--- config.mk ---
export PLATFORM = sky130hd
export DESIGN_NAME = accumulator_bank
export DESIGN_NICKNAME = d
export VERILOG_FILES = /design/src/rtl/accumulator_bank_pkg.sv /design/src/rtl/accumulator_tap.sv /design/src/rtl/accumulator_bank.sv
export SDC_FILE = /design/constraint.sdc
export NUM_CORES = 1
export LEC_CHECK = 0
export CAP_MARGIN = 10
export CORE_UTILIZATION = 26
export DETAILED_ROUTE_END_ITERATION = 10
export DONT_BUFFER_PORTS = 1
export PLACE_DENSITY = 0.36
export SETUP_SLACK_MARGIN = 0.5
export SLEW_MARGIN = 40
export SYNTH_ARGS = -nofsm -noshare
export SYNTH_HDL_FRONTEND = slang
export SYNTH_SLANG_ARGS = --single-unit
--- constraint.sdc ---
create_clock -name clk -period 4.4 [get_ports clk]
set_input_delay 0.88 -clock clk [delete_from_list [all_inputs] [get_ports clk]]
set_output_delay 0.88 -clock clk [all_outputs]
set_load 0.02 [all_outputs]
--- src/rtl/accumulator_bank_pkg.sv ---
// accumulator_bank_pkg: shared defaults and tap index constants for the correlator accumulator bank
`ifndef INPUT_WIDTH
`define INPUT_WIDTH 3
`endif
package accumulator_bank_pkg;
  localparam int TAP_EARLY  = 0;
  localparam int TAP_PROMPT = 1;
  localparam int TAP_LATE   = 2;
  localparam int DEF_TAPS   = TAP_LATE + 1;
endpackage

--- src/rtl/accumulator_tap.sv ---
// accumulator_tap: one lane of code wipe-off, stage-1 register and coherent accumulator (ACC_SATURATE_EN selects clamping)
import accumulator_bank_pkg::*;
module accumulator_tap #(
  parameter int INPUT_WIDTH  = `INPUT_WIDTH,
  parameter int OUTPUT_WIDTH = 16
) (
  input  logic                    clk,
  input  logic                    reset,
  input  logic                    sample_valid,
  input  logic                    s1_valid,
  input  logic                    s1_epoch,
  input  logic [INPUT_WIDTH-1:0]  baseband_input,
  input  logic                    ca_bit,
  output logic [OUTPUT_WIDTH-1:0] acc,
  output logic                    overflow
);
  logic [OUTPUT_WIDTH-1:0] mag, value_d, value_q, sum, add_res, acc_d, acc_q;
  logic                    wsign, add_ovf, ovf_d, ovf_q;
  // wipe-off, sign-magnitude to two's complement, overflow-checked add and epoch reload
  always_comb begin
    mag     = OUTPUT_WIDTH'(baseband_input[INPUT_WIDTH-2:0]);
    wsign   = baseband_input[INPUT_WIDTH-1] ^ ~ca_bit;
    value_d = wsign ? -mag : mag;
    sum     = acc_q + value_q;
    add_ovf = (acc_q[OUTPUT_WIDTH-1] == value_q[OUTPUT_WIDTH-1]) && (sum[OUTPUT_WIDTH-1] != acc_q[OUTPUT_WIDTH-1]);
`ifdef ACC_SATURATE_EN
    add_res = !add_ovf ? sum : acc_q[OUTPUT_WIDTH-1] ? {1'b1, {(OUTPUT_WIDTH-1){1'b0}}} : {1'b0, {(OUTPUT_WIDTH-1){1'b1}}};
`else
    add_res = sum;
`endif
    acc_d   = !s1_valid ? acc_q : s1_epoch ? value_q : add_res;
    ovf_d   = !s1_valid ? ovf_q : s1_epoch ? 1'b0 : (ovf_q | add_ovf);
  end
  // stage-1 value capture and stage-2 accumulator state
  always_ff @(posedge clk) begin
    if (!reset) begin
      value_q <= '0;
      acc_q   <= '0;
      ovf_q   <= 1'b0;
    end else begin
      if (sample_valid) value_q <= value_d;
      acc_q <= acc_d;
      ovf_q <= ovf_d;
    end
  end
  assign acc      = acc_q;
  assign overflow = ovf_q;
endmodule

--- src/rtl/accumulator_bank.sv ---
// accumulator_bank: multi-tap coherent accumulator with self-timed epoch dumps (optional ACC_SATURATE_EN clamps tap sums)
import accumulator_bank_pkg::*;
module accumulator_bank #(
  parameter int INPUT_WIDTH  = `INPUT_WIDTH,
  parameter int OUTPUT_WIDTH = 16,
  parameter int NUM_TAPS     = DEF_TAPS,
  parameter int COUNT_WIDTH  = 16
) (
  input  logic                             clk,
  input  logic                             reset,
  input  logic                             sample_valid,
  input  logic                             epoch,
  input  logic [INPUT_WIDTH-1:0]           baseband_input,
  input  logic [NUM_TAPS-1:0]              ca_bits,
  output logic                             dump_valid,
  output logic [NUM_TAPS*OUTPUT_WIDTH-1:0] dump_acc,
  output logic [COUNT_WIDTH-1:0]           dump_count,
  output logic [NUM_TAPS-1:0]              dump_overflow
);
  logic                             s1_valid_q, s1_epoch_q, primed_q, primed_d, req_q, req_d, dump_valid_q;
  logic [COUNT_WIDTH-1:0]           count_q, count_d, snap_count_q, dump_count_q;
  logic [NUM_TAPS*OUTPUT_WIDTH-1:0] acc_w, snap_acc_q, dump_acc_q;
  logic [NUM_TAPS-1:0]              ovf_w, snap_ovf_q, dump_ovf_q;
  genvar i;
  generate
    for (i = 0; i < NUM_TAPS; i++) begin : g_tap
      accumulator_tap #(.INPUT_WIDTH(INPUT_WIDTH), .OUTPUT_WIDTH(OUTPUT_WIDTH)) u_tap (
        .clk            (clk),
        .reset          (reset),
        .sample_valid   (sample_valid),
        .s1_valid       (s1_valid_q),
        .s1_epoch       (s1_epoch_q),
        .baseband_input (baseband_input),
        .ca_bit         (ca_bits[i]),
        .acc            (acc_w[i*OUTPUT_WIDTH +: OUTPUT_WIDTH]),
        .overflow       (ovf_w[i])
      );
    end
  endgenerate
  // sample counter, priming and dump request decisions for the stage-2 sample
  always_comb begin
    req_d    = s1_valid_q & s1_epoch_q & primed_q;
    primed_d = primed_q | (s1_valid_q & s1_epoch_q);
    count_d  = !s1_valid_q ? count_q : s1_epoch_q ? COUNT_WIDTH'(1) : &count_q ? count_q : count_q + COUNT_WIDTH'(1);
  end
  // epoch pipeline, counter and snapshot of the closing period taken before the taps reload
  always_ff @(posedge clk) begin
    if (!reset) begin
      s1_valid_q   <= 1'b0;
      s1_epoch_q   <= 1'b0;
      count_q      <= '0;
      primed_q     <= 1'b0;
      req_q        <= 1'b0;
      snap_acc_q   <= '0;
      snap_count_q <= '0;
      snap_ovf_q   <= '0;
    end else begin
      s1_valid_q <= sample_valid;
      s1_epoch_q <= sample_valid & epoch;
      count_q    <= count_d;
      primed_q   <= primed_d;
      req_q      <= req_d;
      if (req_d) begin
        snap_acc_q   <= acc_w;
        snap_count_q <= count_q;
        snap_ovf_q   <= ovf_w;
      end
    end
  end
  // dump registers: one-cycle strobe, data held until the next dump
  always_ff @(posedge clk) begin
    if (!reset) begin
      dump_valid_q <= 1'b0;
      dump_acc_q   <= '0;
      dump_count_q <= '0;
      dump_ovf_q   <= '0;
    end else begin
      dump_valid_q <= req_q;
      if (req_q) begin
        dump_acc_q   <= snap_acc_q;
        dump_count_q <= snap_count_q;
        dump_ovf_q   <= snap_ovf_q;
      end
    end
  end
  assign dump_valid    = dump_valid_q;
  assign dump_acc      = dump_acc_q;
  assign dump_count    = dump_count_q;
  assign dump_overflow = dump_ovf_q;
endmodule
Routed metal per tile:
Bar = 50 um. The die is cut into 40 by 40 equal tiles; dark blue is low, red is high, scaled to the fullest tile. Values are wire area over tile area, all layers added.
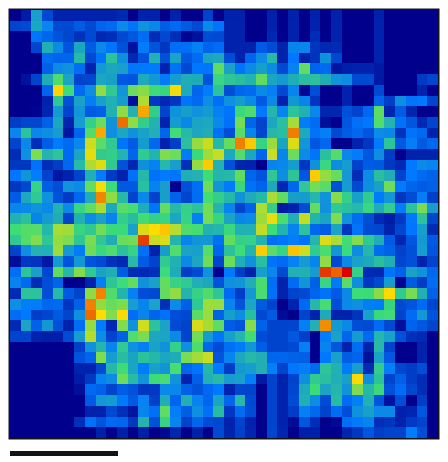
- mean over tiles: 0.10
- nearly empty tiles: 13%
- tiles over half the peak: 12%
- fullest tile: 0.40
- emptiest ninth of the die: upper right

Signal wires by layer:
Bar = 50 um.
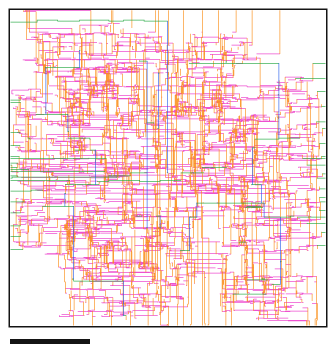
- met1: magenta (wire length 13100 um)
- met4: blue (wire length 553 um)
- met3: green (wire length 1060 um)
- met2: orange (wire length 11200 um)

Track usage over the die:
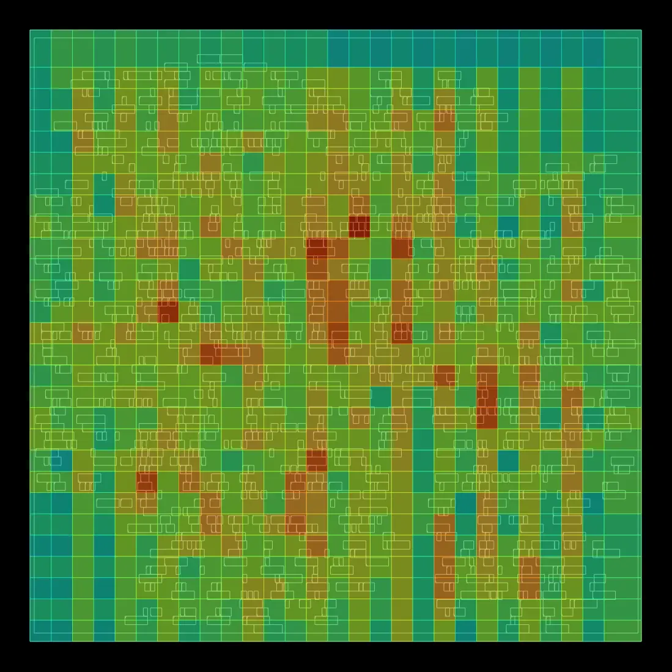
routed wirelength normalized by instance count: 15.5 um
utilization after layout: 30.3%
most heavily used metal layer in global routing: met2

Placed cells, one colour a class:
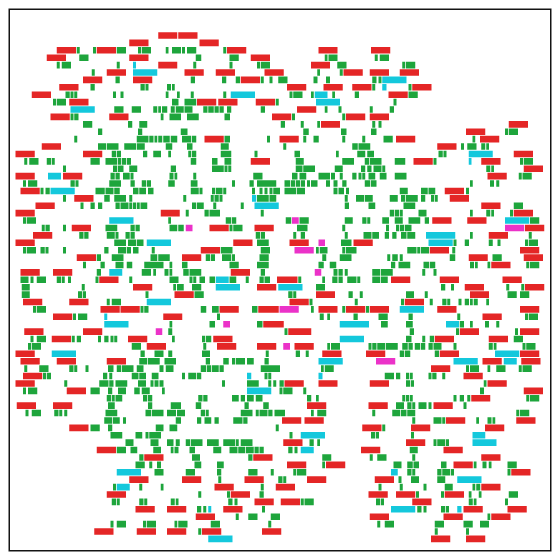
- other buffers and delay cells: magenta (cells 11)
- clock drivers and dummy loads: cyan (cells 50)
- all other logic: green (cells 888)
- flops: red (cells 213)

Sequential cells coloured by netlist name:
Bar = 50 um. Other sequential cells in the stronger grey, the rest of the logic in the fainter grey.
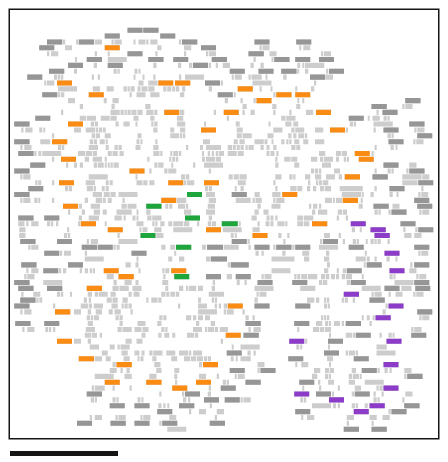
- g_tap.u_tap.acc: orange (flops 48; where spread over the die)
- g_tap.u_tap.value_q: green (flops 7; where centre)
- snap_count_q: purple (flops 16)
- not coloured: 142
proportion of cell area occupied by registers: 37.2%
seq pwr: 2.01 mW
sequential cell area in the final layout: 0.00427 mm^2

[sequential cells by signal, summed over array words and instances (netlist names)]
name	cells
count_q	16
dump_acc	48
dump_count	16
dump_overflow	3
dump_valid	1
g_tap.u_tap.acc	48
g_tap.u_tap.overflow	3
g_tap.u_tap.value_q	7
primed_q	1
req_q	1
s1_epoch_q	1
s1_valid_q	1
snap_acc_q	48
snap_count_q	16
snap_ovf_q	3
[cell usage after synthesis (17+ instances only)]
cell                       count
sky130_fd_sc_hd__a21oi_1     113
sky130_fd_sc_hd__clkbuf_1     50
sky130_fd_sc_hd__dfxtp_1     213
sky130_fd_sc_hd__ha_1         47
sky130_fd_sc_hd__inv_1        22
sky130_fd_sc_hd__mux2i_1      80
sky130_fd_sc_hd__nand2_1     184
sky130_fd_sc_hd__nor2_1      129
sky130_fd_sc_hd__o211a_1      17
sky130_fd_sc_hd__o21ai_0      64
sky130_fd_sc_hd__xnor2_1      17
sky130_fd_sc_hd__xor2_1       25
[critical path, cell delays in order, from the launching register on]
cell and delay, ns:
sky130_fd_sc_hd__dfxtp_1 0.80, sky130_fd_sc_hd__ha_1 0.45, sky130_fd_sc_hd__a211o_1 0.34, sky130_fd_sc_hd__or3_1 0.32
sky130_fd_sc_hd__o21ai_2 0.20, sky130_fd_sc_hd__a21oi_1 0.10, sky130_fd_sc_hd__or4b_1 0.48, sky130_fd_sc_hd__a31oi_1 0.16
[power breakdown]
| part | switching [mW] | internal [mW] |
|---|---|---|
| clock | 0.870 | 1.46 |
| sequential | 0.0491 | 1.96 |
| combinational | 0.185 | 0.131 |
| total | 1.10 | 3.56 |
[layer usage]
layer	vias up	global-route usage (%)
li1	4042	-
met1	3641	18.4
met2	104	20.8
met3	40	2.88
met4	0	3.53
met5	-	0.128
[cell families (layout without fill, tap and decap cells)]
group	Yosys count	after routing	synth area share, %
fa+ha+maj	50	50	6.46
flops	213	213	42.5
mux	83	83	8.32
simple gates	400	400	17.1
compound gates	291	291	18.1
xor+xnor	42	42	3.67
buf+inv	91	83	3.80
[through the flow]
stage	area [um^2]	power [mW]	utilization (%)	cells	setup WS, ns
after floorplan	10000	2.30	-	1170	1.85
after global placement	10500	2.38	27.6	1620	1.39
after detailed placement	10500	2.37	27.8	1623	1.37
after CTS	11500	4.78	30.3	1673	1.34
after global routing	11500	4.89	30.3	1673	1.29
final	11500	4.66	30.3	1673	1.49
[worst max-delay path by stage]
| stage | from | end | depth (start not counted) |
|---|---|---|---|
| after floorplan | g_tap[0].u_tap.value_q[14] | g_tap[0].u_tap.acc[12] | 8 |
| after global placement | g_tap[2].u_tap.value_q[14] | g_tap[2].u_tap.acc[14] | 8 |
| after detailed placement | g_tap[2].u_tap.value_q[14] | g_tap[2].u_tap.acc[14] | 8 |
| after CTS | g_tap[2].u_tap.value_q[14] | g_tap[2].u_tap.acc[14] | 8 |
| after global routing | g_tap[0].u_tap.value_q[14] | g_tap[0].u_tap.acc[15] | 8 |
| final | g_tap[0].u_tap.value_q[14] | g_tap[0].u_tap.acc[12] | 7 |
==> summary.txt <==
Update from the flow run.

The number of placed I/O pins is 78. The count of clock buffers in the final design is 42. Counting pins that exceed their max-slew limit in the final report gives 0.

The sum of negative setup slack is 0 ns. Along the worst hold path, the cell count comes to 1. The number of routed nets with antenna violations is 0. The run finished with clean final reports. In the final report, the number of endpoints failing setup comes to 0.

The depth of the most critical reg-to-reg path is 7. The data arrival at the endpoint of the critical path is 3.39 ns. After synthesis the netlist holds a flip-flop and latch count of 213. The worst-case IR drop observed on VDD is 0.000255 V. Yosys attributes the largest share of cell area to sky130_fd_sc_hd__dfxtp_1, sky130_fd_sc_hd__mux2i_1, sky130_fd_sc_hd__nand2_1. The number of antenna violations at the first check in global routing came to 1. The CTS tree is done. STA reports the tightest min-delay check as being of type in -> reg. The worst register-to-register path ends at g_tap[0].u_tap.acc[12].

The final timing report lists clock skew as 0.0167 ns. The total wirelength of the detailed-routed design is 25900 um. The share of the core area taken by cells at floorplan is 26.5%. The vertical die size is 198 um. The endpoint of the worst hold path is reported as g_tap[0].u_tap.value_q[1]. The leakage power of the design is 4.27 nW. The number of diodes is 0.

The largest contributor to cell area by class is logic gates. The area added between synthesis and finish is 14.5%. The number of placement rows is 71. The overall die size recorded for this design is 0.0394 mm^2. The warning tally printed by Yosys for this design is 0. The worst-case hold slack is 0.426 ns.

Subtracting the final worst setup slack from the clock period gives 2.91 ns. The root cell of the clock tree is sky130_fd_sc_hd__clkbuf_16. The first-pass iteration count of the detailed router is 4.

The critical path data required time is 4.88 ns. The average via count per standard cell is 4.68. Wire segments on met3 add up to 1060 um in the final route. STA classifies the critical path startpoint as a flip-flop.

The prevailing post-synth register cell is sky130_fd_sc_hd__dfxtp_1. After filler insertion, the fill cell instance count of the layout stands at 4089. The post-cts hold-fix buffer tally is 0. The number of global-route vias before repair is 7683.

STA lists the maximum fanout along the critical path as 19. The buffer count excluding the clock tree in the final layout is 11. The worst register-to-register path has a setup slack of 1.49 ns. CTS saw 213 sinks. The transition time recorded at the tightest slew-check pin is 0.741 ns. In the finished design, the share of the clock period the worst path needs comes to 66.2%. In the layout the commonest cells are sky130_fd_sc_hd__dfxtp_1, sky130_fd_sc_hd__nand2_1, sky130_fd_sc_hd__nor2_1.

The total cell area reported by yosys after synthesis is 0.0100 mm^2. After its last routability iteration, the placer logged a weighted congestion of 0.772. STA classifies the critical path endpoint as a flip-flop. The residual overflow from global routing is 0. The final timing report lists a hold violation count of 0. In this run, the number of DRC markers left after iteration 0 of detailed routing was 290.

The first global-routing pass estimated 42200 um of wire. The core box area is 0.0378 mm^2. The clock input transition at the sequential cells of the worst setup and hold paths is 0.06 ns. The share of the final layout cell area in multi-input gates is 47.0%. The routed via count is 7827. Note, the detailed placer reported a final HPWL of 17100 um. Measured on the final layout, the clock distribution area share stands at 8.34%.

Yosys reported that registers with async set or reset make up 0%. Setup repair after global routing left no endpoint under its margin. Sequential cells were found to cover 42.5% of the synthesized design area. Per the Yosys statistics, synthesis produced 1170 cells. The fraction of layout cells with a size suffix above 1 is 6.97%. The number of different library cells used by synthesis comes to 70. Post-CTS repair changed the size of 0 cells.

The final-layout non-clock buffer area share is 1.16%. The number of max-cap violations is 0. The category of the most critical setup path is reg -> reg.

The flow inserted 511 tap cells. The netlist area before placement is 0.0100 mm^2. After layout, the inverter instance count without clock inverters stands at 22.

The number of nets in the synthesized netlist is 1230. The total number of sequential cells is 213. The cell area power density is 406 mW/mm^2.

Across every metal layer, demand over resource in global routing totals 13.3%. Per the repair_timing log after CTS, setup buffers inserted total 0. Based on the critical path, the design can be clocked at up to 343 MHz. The top cell type's share of synthesized area is 42.5%. The largest net degree at the start of global routing is 65.

The post-synthesis cell count is 1170. The final design was reported to hold multi-input combinational gates totalling 866. Leaving out buffers and inverters, the combinational logic in the layout accounts for 0.00539 mm^2.
No activity file was given, so power comes from the tool's default toggle rates.
